`src/rtl/mem_pkg.sv`:
```
// Shared encodings and address helpers for the data-side memory access unit.
package mem_pkg;

    localparam int ADDR_W_DEFAULT = 10;

    localparam logic [1:0] SZ_B = 2'b00;
    localparam logic [1:0] SZ_H = 2'b01;
    localparam logic [1:0] SZ_W = 2'b10;

    typedef enum logic [1:0] {
        ST_IDLE = 2'd0,
        ST_WAIT = 2'd1,
        ST_DONE = 2'd2
    } state_t;

    // The reserved size code 11 behaves exactly like a word access.
    function automatic logic [1:0] norm_size(input logic [1:0] size);
        return (size == 2'b11) ? SZ_W : size;
    endfunction

    function automatic logic is_misaligned(input logic [1:0] size, input logic [1:0] lo);
        return ((size == SZ_H) && lo[0]) || ((size == SZ_W) && (lo != 2'b00));
    endfunction

    function automatic logic [1:0] align_lo(input logic [1:0] size, input logic [1:0] lo);
        case (size)
            SZ_H:    return {lo[1], 1'b0};
            SZ_W:    return 2'b00;
            default: return lo;
        endcase
    endfunction

endpackage

```
`src/rtl/mem_access_unit_if.sv`:
```
// Core-side request/response bundle of the memory access unit.
interface mem_access_unit_if;

    logic        req_valid;
    logic        req_we;
    logic [1:0]  req_size;
    logic        req_unsigned;
    logic [31:0] req_addr;
    logic [31:0] req_wdata;
    logic        stall;
    logic [31:0] rdata;
    logic        rdata_valid;
    logic        addr_err;

    modport master (
        output req_valid, req_we, req_size, req_unsigned, req_addr, req_wdata,
        input  stall, rdata, rdata_valid, addr_err
    );

    modport slave (
        input  req_valid, req_we, req_size, req_unsigned, req_addr, req_wdata,
        output stall, rdata, rdata_valid, addr_err
    );

endinterface

```
`src/rtl/mem_access_unit_load_align.sv`:
```
// Lane steering: extracts/extends load data and builds store byte enables and replicated data.
module load_align
    import mem_pkg::*;
(
    input  logic [31:0] douta,
    input  logic [1:0]  addr_lo,
    input  logic [1:0]  size,
    input  logic        is_unsigned,
    output logic [31:0] result,
    input  logic [1:0]  st_addr_lo,
    input  logic [1:0]  st_size,
    input  logic [31:0] wdata,
    output logic [3:0]  wea,
    output logic [31:0] dina
);

    logic [7:0]  byte_v;
    logic [15:0] half_v;

    always_comb begin
        byte_v = douta[{addr_lo, 3'b000} +: 8];
        half_v = addr_lo[1] ? douta[31:16] : douta[15:0];
        case (size)
            SZ_B:    result = is_unsigned ? {24'h0, byte_v} : {{24{byte_v[7]}}, byte_v};
            SZ_H:    result = is_unsigned ? {16'h0, half_v} : {{16{half_v[15]}}, half_v};
            default: result = douta;
        endcase
    end

    // Narrow stores replicate the datum across every lane; byte enables pick the real one.
    always_comb begin
        case (st_size)
            SZ_B: begin
                wea  = 4'b0001 << st_addr_lo;
                dina = {4{wdata[7:0]}};
            end
            SZ_H: begin
                wea  = st_addr_lo[1] ? 4'b1100 : 4'b0011;
                dina = {2{wdata[15:0]}};
            end
            default: begin
                wea  = 4'b1111;
                dina = wdata;
            end
        endcase
    end

endmodule

```
`src/rtl/mem_access_unit.sv`:
```
// Data-side memory stage: stores in one cycle, loads stall the core across RAM latency.
// Optional macro MEM_MISALIGN_EXC_EN: flag misaligned accesses instead of force-aligning them.
module mem_access_unit
    import mem_pkg::*;
#(
    parameter int ADDR_W  = ADDR_W_DEFAULT,
    parameter int RAM_LAT = 1
) (
    input  logic              clk,
    input  logic              rst,
    mem_access_unit_if.slave  core,
    output logic              ram_ena,
    output logic [3:0]        ram_wea,
    output logic [ADDR_W-1:0] ram_addr,
    output logic [31:0]       ram_dina,
    input  logic [31:0]       ram_douta
);

    localparam logic [1:0] LAT_LAST = 2'(RAM_LAT - 1);

    state_t      state, state_nx;
    logic [1:0]  wait_cnt;
    logic [1:0]  cap_lo, cap_size;
    logic        cap_uns;
    logic [31:0] rdata_q, ld_result, st_dina;
    logic [3:0]  st_wea;
    logic [1:0]  size_n, req_lo;
    logic        misaligned;
    logic        stall_c, valid_c, err_c, issue_load, take_data;
    logic        unused_addr_hi;

    assign size_n         = norm_size(core.req_size);
    assign unused_addr_hi = ^core.req_addr[31:ADDR_W+2];

`ifdef MEM_MISALIGN_EXC_EN
    assign misaligned = is_misaligned(size_n, core.req_addr[1:0]);
    assign req_lo     = core.req_addr[1:0];
`else
    assign misaligned = 1'b0;
    assign req_lo     = align_lo(size_n, core.req_addr[1:0]);
`endif

    load_align u_align (
        .douta       (ram_douta),
        .addr_lo     (cap_lo),
        .size        (cap_size),
        .is_unsigned (cap_uns),
        .result      (ld_result),
        .st_addr_lo  (req_lo),
        .st_size     (size_n),
        .wdata       (core.req_wdata),
        .wea         (st_wea),
        .dina        (st_dina)
    );

    always_ff @(posedge clk or negedge rst) begin
        if (!rst) state <= ST_IDLE;
        else      state <= state_nx;
    end

    // Outputs are gated while reset is low so an aborted load releases the core at once.
    always_comb begin
        state_nx   = state;
        ram_ena    = 1'b0;
        ram_wea    = 4'b0000;
        stall_c    = 1'b0;
        valid_c    = 1'b0;
        err_c      = 1'b0;
        issue_load = 1'b0;
        take_data  = 1'b0;
        if (rst) begin
            case (state)
                ST_IDLE: begin
                    if (core.req_valid) begin
                        if (misaligned) begin
                            err_c = 1'b1;
                        end else if (core.req_we) begin
                            ram_ena = 1'b1;
                            ram_wea = st_wea;
                        end else begin
                            ram_ena    = 1'b1;
                            stall_c    = 1'b1;
                            issue_load = 1'b1;
                            state_nx   = ST_WAIT;
                        end
                    end
                end
                ST_WAIT: begin
                    ram_ena = 1'b1;
                    stall_c = 1'b1;
                    if (wait_cnt == LAT_LAST) begin
                        take_data = 1'b1;
                        state_nx  = ST_DONE;
                    end
                end
                ST_DONE: begin
                    valid_c  = 1'b1;
                    state_nx = ST_IDLE;
                end
                default: state_nx = ST_IDLE;
            endcase
        end
    end

    always_ff @(posedge clk or negedge rst) begin
        if (!rst) begin
            wait_cnt <= 2'd0;
            cap_lo   <= 2'b00;
            cap_size <= SZ_B;
            cap_uns  <= 1'b0;
            rdata_q  <= 32'h0;
        end else begin
            if (issue_load) begin
                wait_cnt <= 2'd0;
                cap_lo   <= req_lo;
                cap_size <= size_n;
                cap_uns  <= core.req_unsigned;
            end else if (state == ST_WAIT) begin
                wait_cnt <= wait_cnt + 2'd1;
            end
            if (take_data) rdata_q <= ld_result;
        end
    end

    assign ram_addr         = core.req_addr[ADDR_W+1:2];
    assign ram_dina         = st_dina;
    assign core.stall       = stall_c;
    assign core.rdata       = rdata_q;
    assign core.rdata_valid = valid_c;
    assign core.addr_err    = err_c;

endmodule

```
`src/flat_wrapper.sv`:
```
// flat-port wrapper written by rule: the top's interface ports become plain ports
module mem_access_unit_flat import mem_pkg::*;
#(
    parameter int ADDR_W  = ADDR_W_DEFAULT,
    parameter int RAM_LAT = 1
)
  (clk, rst, ram_ena, ram_wea, ram_addr, ram_dina, ram_douta, core_req_valid, core_req_we, core_req_size, core_req_unsigned, core_req_addr, core_req_wdata, core_stall, core_rdata, core_rdata_valid, core_addr_err);
  mem_access_unit_if core_i ();
  input  logic clk;
  input  logic rst;
  output logic ram_ena;
  output logic [3:0] ram_wea;
  output logic [ADDR_W-1:0] ram_addr;
  output logic [31:0] ram_dina;
  input  logic [31:0] ram_douta;
  input wire logic [$bits(core_i.req_valid)-1:0] core_req_valid;
  input wire logic [$bits(core_i.req_we)-1:0] core_req_we;
  input wire logic [$bits(core_i.req_size)-1:0] core_req_size;
  input wire logic [$bits(core_i.req_unsigned)-1:0] core_req_unsigned;
  input wire logic [$bits(core_i.req_addr)-1:0] core_req_addr;
  input wire logic [$bits(core_i.req_wdata)-1:0] core_req_wdata;
  output wire logic [$bits(core_i.stall)-1:0] core_stall;
  output wire logic [$bits(core_i.rdata)-1:0] core_rdata;
  output wire logic [$bits(core_i.rdata_valid)-1:0] core_rdata_valid;
  output wire logic [$bits(core_i.addr_err)-1:0] core_addr_err;
  assign core_i.req_valid = core_req_valid;
  assign core_i.req_we = core_req_we;
  assign core_i.req_size = core_req_size;
  assign core_i.req_unsigned = core_req_unsigned;
  assign core_i.req_addr = core_req_addr;
  assign core_i.req_wdata = core_req_wdata;
  assign core_stall = core_i.stall;
  assign core_rdata = core_i.rdata;
  assign core_rdata_valid = core_i.rdata_valid;
  assign core_addr_err = core_i.addr_err;
  mem_access_unit #(.ADDR_W(ADDR_W), .RAM_LAT(RAM_LAT)) u_core (.clk(clk), .rst(rst), .core(core_i), .ram_ena(ram_ena), .ram_wea(ram_wea), .ram_addr(ram_addr), .ram_dina(ram_dina), .ram_douta(ram_douta));
endmodule
```
`config.mk`:
```
export PLATFORM = sky130hd
export DESIGN_NAME = mem_access_unit_flat
export DESIGN_NICKNAME = d
export VERILOG_FILES = /design/src/rtl/mem_pkg.sv /design/src/rtl/mem_access_unit_if.sv /design/src/rtl/mem_access_unit_load_align.sv /design/src/rtl/mem_access_unit.sv /design/src/flat_wrapper.sv
export SDC_FILE = /design/constraint.sdc
export NUM_CORES = 1
export LEC_CHECK = 0
export CAP_MARGIN = 40
export CORE_AREA = 2 2 97 99
export DETAILED_ROUTE_END_ITERATION = 8
export DIE_AREA = 0 0 99 101
export HOLD_SLACK_MARGIN = 0.1
export PLACE_DENSITY = 0.88
export REMOVE_ABC_BUFFERS = 1
export SETUP_SLACK_MARGIN = 0.2
export SLEW_MARGIN = 10
export SYNTH_ARGS = -nofsm -noshare
export SYNTH_HDL_FRONTEND = slang
export SYNTH_SLANG_ARGS = --single-unit
```
`constraint.sdc`:
```
create_clock -name clk -period 2.2 [get_ports clk]
set_clock_uncertainty 0.15 [all_clocks]
set_input_delay 0.66 -clock clk [delete_from_list [all_inputs] [get_ports clk]]
set_output_delay 0.66 -clock clk [all_outputs]
set_load 0.02 [all_outputs]
```
**Run 1: nets reached from selected ports**

Scale bar: 20 um.
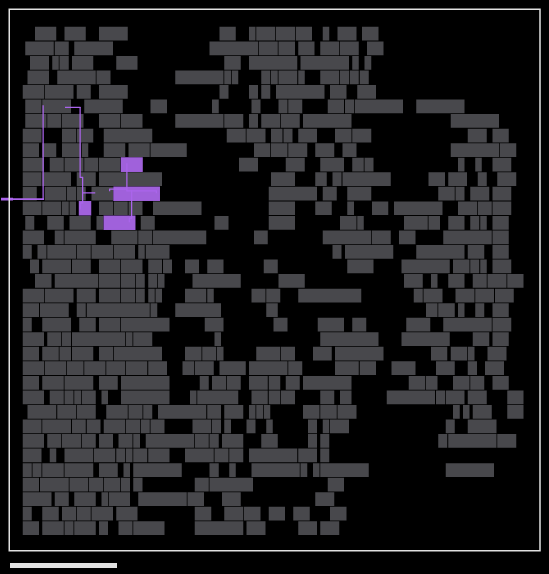
purple -> core_req_valid  # bits 1, direction input, edge west, end cells 4, buffers 2, wire 69.0 um

**Run 1: signal wires by layer**

Two of the layers only.
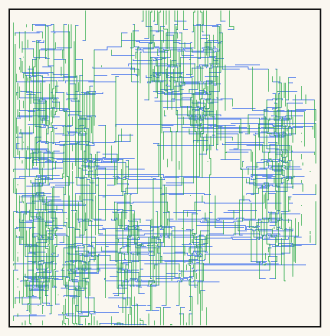
blue -> metal 1  # wire length 4,040 um
green -> metal 2  # wire length 5,830 um
via count: 3,132
wire per inst: 18.71 um
GRT Overall Usage: 22.29%

==> flow_metrics.env, run 1 <==
# yosys + openroad results
export IMPL_status="finished with violations"
export IMPL_violations="setup timing"
export IMPL_portBuffers=143
export IMPL_final_cells=593
export IMPL_fmax_mhz=418.8
export IMPL_setup_slack_ps=-187.6
export IMPL_mux_share_pct=16.04
export IMPL_adder_share_pct=0.4177
export IMPL_dpl_worst_slack_ps=-981.0
export IMPL_r2r_start="u_core.state[0]"
export IMPL_die_y_um=101
export IMPL_synth_edff_count=0
export IMPL_syn_area_per_cell_um2=9.479
export IMPL_synth_top_area_share_pct=34.25
export IMPL_synth_comb_largest_family="simple AND/OR/NAND/NOR gates"
export IMPL_grt_pass1_vias=3371
export IMPL_path_class="in2out"
export IMPL_num_rows=35
export IMPL_htreeDepth=2
export IMPL_ys_flops=41
export IMPL_p_leak_nw=2.538
export IMPL_antenna_found_initial=0
export IMPL_compound_area_share_pct=17.50
export IMPL_syn_area_um2=2995
export IMPL_setup_viol_count_final=23
export IMPL_worst_endpoint_required_ps=1390
export IMPL_maxSlewViolCount=0
export IMPL_route_detailed_drc=0
export IMPL_cts_buffer_depth=2
export IMPL_grt_max_degree=24
**Run 1: clock wiring as the flow saved it**

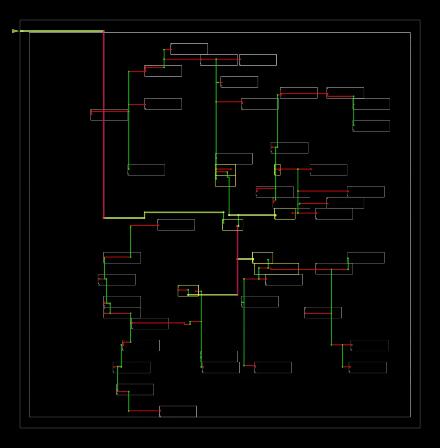
Clock net power: 0.631 mW
Clock buffer cells: 7

-- run 1: metrics by stage --
stage	setup TNS (ps)	hold slack, ps	total power [mW]	utilization (%)
4_1_cts	-2425	253.8	4.827	56.82
3_5_place_dp	-46150	336.8	4.187	50.97
5_1_grt	-3235	260.5	5.158	57.13
3_3_place_gp	-43200	326.0	4.080	50.97
2_1_floorplan	-195.1	214.4	2.841	-
6_report	-2500	269.4	4.834	57.13
-- run 1: area by class of cell --
cell class                 instances  area [um2]  share of cell area [%]
clock buffer                       7       86.33                   1.683
clock inverter                     1       30.03                  0.5855
inverter                           9       33.78                  0.6587
multi-input combinational        222        1808                   35.25
sequential                        41        1026                   20.00
tap                              111       138.9                   2.708
timing repair buffer             202        2006                   39.11
-- run 1: power breakdown --
group,internal [mW],leakage [nW],switching (mW)
Sequential,1.09,0.508,0.265
Combinational,1.31,1.97,1.54
Clock,0.370,0.0585,0.261
Total,2.77,2.54,2.06
-- run 1: layer usage --
metal  vias to the layer above  global-route usage (%)  wire (um)
li1                       1437                       -          -
met1                      1491                   22.77       4036
met2                       178                   41.84       5831
met3                        26                   5.964        830
met4                         0                   10.22        400
met5                         -                   3.077          0
-- run 1: worst max-delay path: stages --
cell,delay (ps)
buf_8,100
nor2_4,140
buf_6,120
buf_12,110
mux2_4,310
buf_6,130
-- run 1: sequential cells by signal, indices dropped and copies added (netlist names) --
register,count
u_core.core.rdata,32
u_core.cap_lo,2
u_core.cap_size,2
u_core.state,2
u_core.wait_cnt,2
u_core.cap_uns,1
-- run 1: worst max path at each step --
stage	startpoint	endpoint	slack, ps	cells past startpoint
2_1_floorplan	rst	ram_wea[2]	-120	4
3_3_place_gp	core_req_size[0]	ram_dina[30]	-950	5
3_5_place_dp	core_req_size[0]	ram_dina[27]	-980	5
4_1_cts	core_req_size[0]	ram_dina[9]	-170	6
5_1_grt	core_req_size[0]	ram_dina[12]	-210	6
6_report	core_req_size[0]	ram_dina[12]	-190	6
-- run 1: cell usage in the layout (no fill, tap or decap), drive strengths merged, types with 2 or more instances in the layout --
cell type / instances
and3: 7
o211ai: 8
o22a: 8
mux2i: 24
nor3: 3
nand3b: 3
nor2: 17
nand2b: 3
o21ai: 15
nand2: 30
dfrtp: 41
mux2: 19
a21oi: 26
clkbuf: 11
clkdlybuf4s50: 42
bufbuf: 3
buf: 100
o21a: 2
a22oi: 7
dlygate4sd2: 47
nand3: 35
nor3b: 2
inv: 9
clkdlybuf4s15: 6
-- run 1: cell families after synthesis --
kind of cell,count (synthesis)
and+or+nand+nor,105
AOI/OAI and AO/OA,71
buffers and inverters,53
muxes,44
DFF,41
adders and majority gates,1
other,1
-- run 1: what timing repair did --
action,in CTS,in global routing
buffers inserted,14,2
setup endpoints to repair,103,37
endpoints found under the hold margin,0,0
pin swaps,20,5
gates cloned,5,0
gates resized,385,13
**Run 1: layout detail**

Window x 5 to 45, y 56 to 96 um. Cells in grey, sequential cells in the stronger grey; small squares are vias.
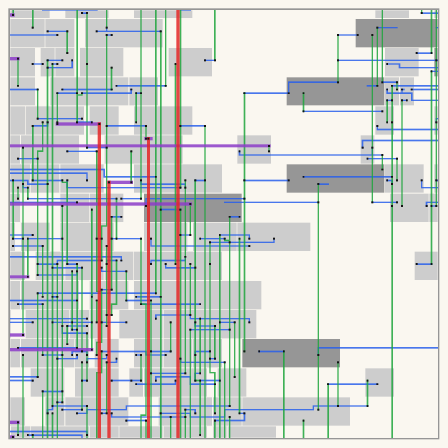

==> run 2: changes to the inputs <==
Settings changed: CORE_AREA 2 2 97 99 to 2 2 70 138, DIE_AREA 0 0 99 101 to 0 0 72 140, PLACE_DENSITY 0.88 to 0.87.
**Run 2: layout detail**

Window x 0 to 40, y 85 to 125 um. Cells in grey, sequential cells in the stronger grey; small squares are vias.
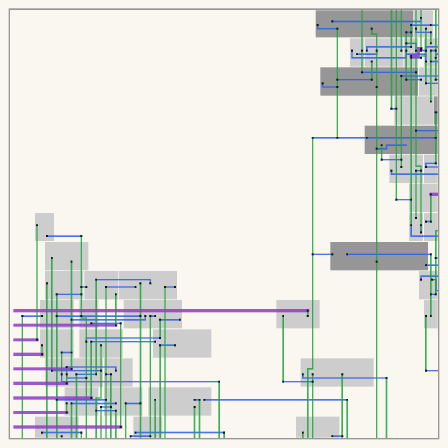
blue -> metal 1
green -> metal 2
purple -> metal 3
most frequent = dlygate4sd2_1 (5), buf_6 (5), dfrtp_1 (4)
cells with their middle in the window = 36
netlist names of flops here include = u_core.core.rdata (4)
sequential cells in the window = 4

==> run 2 against run 1 <==
The run still ends with setup timing left. Wire length fell by 6.5%. Clock power is 36% higher. Area after synthesis is the same. Non-clock buffer count fell by 7. Utilization is 0.81 points lower.
==> flow_metrics.env, run 2 <==
# yosys + openroad results
export IMPL_met1Wirelength_um=3535
export IMPL_violations="setup timing"
export IMPL_antenna_found_initial=0
export IMPL_worst_endpoint_required_ps=1390
export IMPL_comb_area_um2=1818
export IMPL_synth_edff_count=0
export IMPL_mostFrequentLayoutCells="dlygate4sd2_1, dfrtp_1, buf_4"
export IMPL_slowest_delay_ps=320
export IMPL_path_cells="buf_8 > nor2_4 > buf_6 > mux2_4 > buf_6"
export IMPL_ys_flops=41
export IMPL_met3_length_um=686
export IMPL_crit_family="buffers and inverters"
export IMPL_syn_area_um2=2995
export IMPL_path_depth=5
export IMPL_critical_path_slowest_cell="mux2_4"
export IMPL_fmax_mhz=434.2
export IMPL_setup_slack_ps=-103.3
export IMPL_path_class="in2out"
export IMPL_die_y_um=140
export IMPL_r2r_start="u_core.state[0]"
export IMPL_fin_tns_setup_ps=-747.1
export IMPL_status="finished with violations"
export IMPL_route_detailed_drc=0
export IMPL_syn_area_per_cell_um2=9.479
export IMPL_num_vias=3075
export IMPL_layout_top_cell="dlygate4sd2_1"
export IMPL_post_drt_wl_per_cell_um=17.98
export IMPL_htreeDepth=2
export IMPL_setup_viol_count_final=13
export IMPL_p_leak_nw=2.509
export IMPL_synth_top_area_share_pct=34.25
**Run 2: sequential cells grouped by signal name**

Scale bar: 20 um. Other sequential cells in the stronger grey, the rest of the logic in the fainter grey.
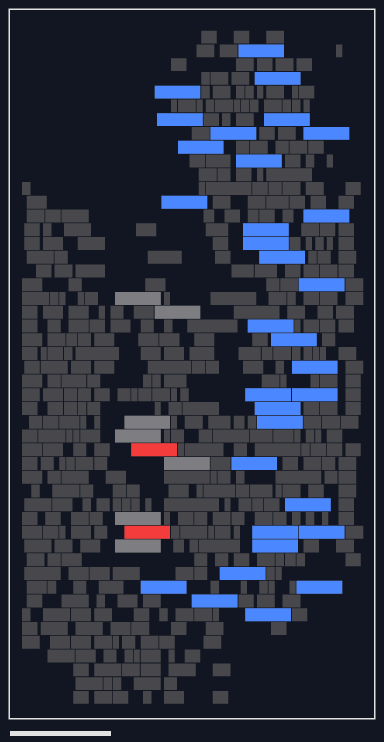
red -> u_core.cap_size  # flops 2
blue -> u_core.core.rdata  # flops 32
utilization after layout: 56.32%
area occupied by registers: 1026 um2
Seq/total area: 20.21%
P_seq: 1.37 mW

## run 2: stage by stage
stage | cell area, um2 | power, mW | hold WS [ps]
5_1_grt | 5076 | 5.365 | 270.7
3_5_place_dp | 4514 | 4.156 | 335.3
3_3_place_gp | 4514 | 4.040 | 325.4
2_1_floorplan | 2688 | 2.841 | 214.4
6_report | 5076 | 5.067 | 256.9
4_1_cts | 4951 | 4.976 | 311.9
## run 2: worst min-delay path, delay by kind of cell
| family | cells | cell delay (ps) |
|---|---|---|
| buf+inv | 3 | 370 |
## run 2: repair_timing
action / 4_1_cts / 5_1_grt
buffers inserted: 11 / 5
pin swaps: 14 / 8
endpoints found under the setup margin: 103 / 60
resized: 377 / 24
gates cloned: 1 / 2
## run 2: where the power goes
group          total [mW]  internal (mW)  switching (mW)
logic                2.84           1.31            1.52
clock network       0.861          0.566           0.296
registers            1.37           1.09           0.277
total                5.07           2.97            2.09
## run 2: cell families (layout without fill, tap and decap cells)
family | count (synthesis) | count (layout) | synth area share (%)
AOI/OAI and AO/OA | 71 | 71 | 17.50
other | 1 | 1 | 0.1252
adders and majority gates | 1 | 1 | 0.4176
buffers and inverters | 53 | 212 | 11.40
and+or+nand+nor | 105 | 105 | 20.26
DFF | 41 | 41 | 34.25
muxes | 44 | 44 | 16.04
## run 2: layout make-up
cell class / count / area share [%]
timing repair buffer: 195 / 37.32
sequential: 41 / 20.21
tap: 102 / 2.514
inverter: 9 / 0.6655
clock inverter: 2 / 0.7395
multi-input combinational: 222 / 35.81
clock buffer: 6 / 2.736
## run 2: worst max path at each step
| stage | start | end | slack, ps |
|---|---|---|---|
| 5_1_grt | core_req_size[0] | ram_dina[13] | -140 |
| 2_1_floorplan | rst | ram_wea[2] | -120 |
| 3_5_place_dp | core_req_valid | ram_wea[2] | -1000 |
| 6_report | core_req_size[0] | ram_dina[13] | -100 |
| 4_1_cts | core_req_size[0] | ram_dina[13] | -100 |
| 3_3_place_gp | core_req_valid | ram_wea[2] | -970 |
## run 2: layer usage
metal,vias to the layer above,GRT usage (%)
met5,-,0
met4,0,7.249
met3,12,5.540
met2,149,37.77
met1,1491,20.26
li1,1423,-
Power figures rest on the tool's default switching activity, not on a simulated workload.
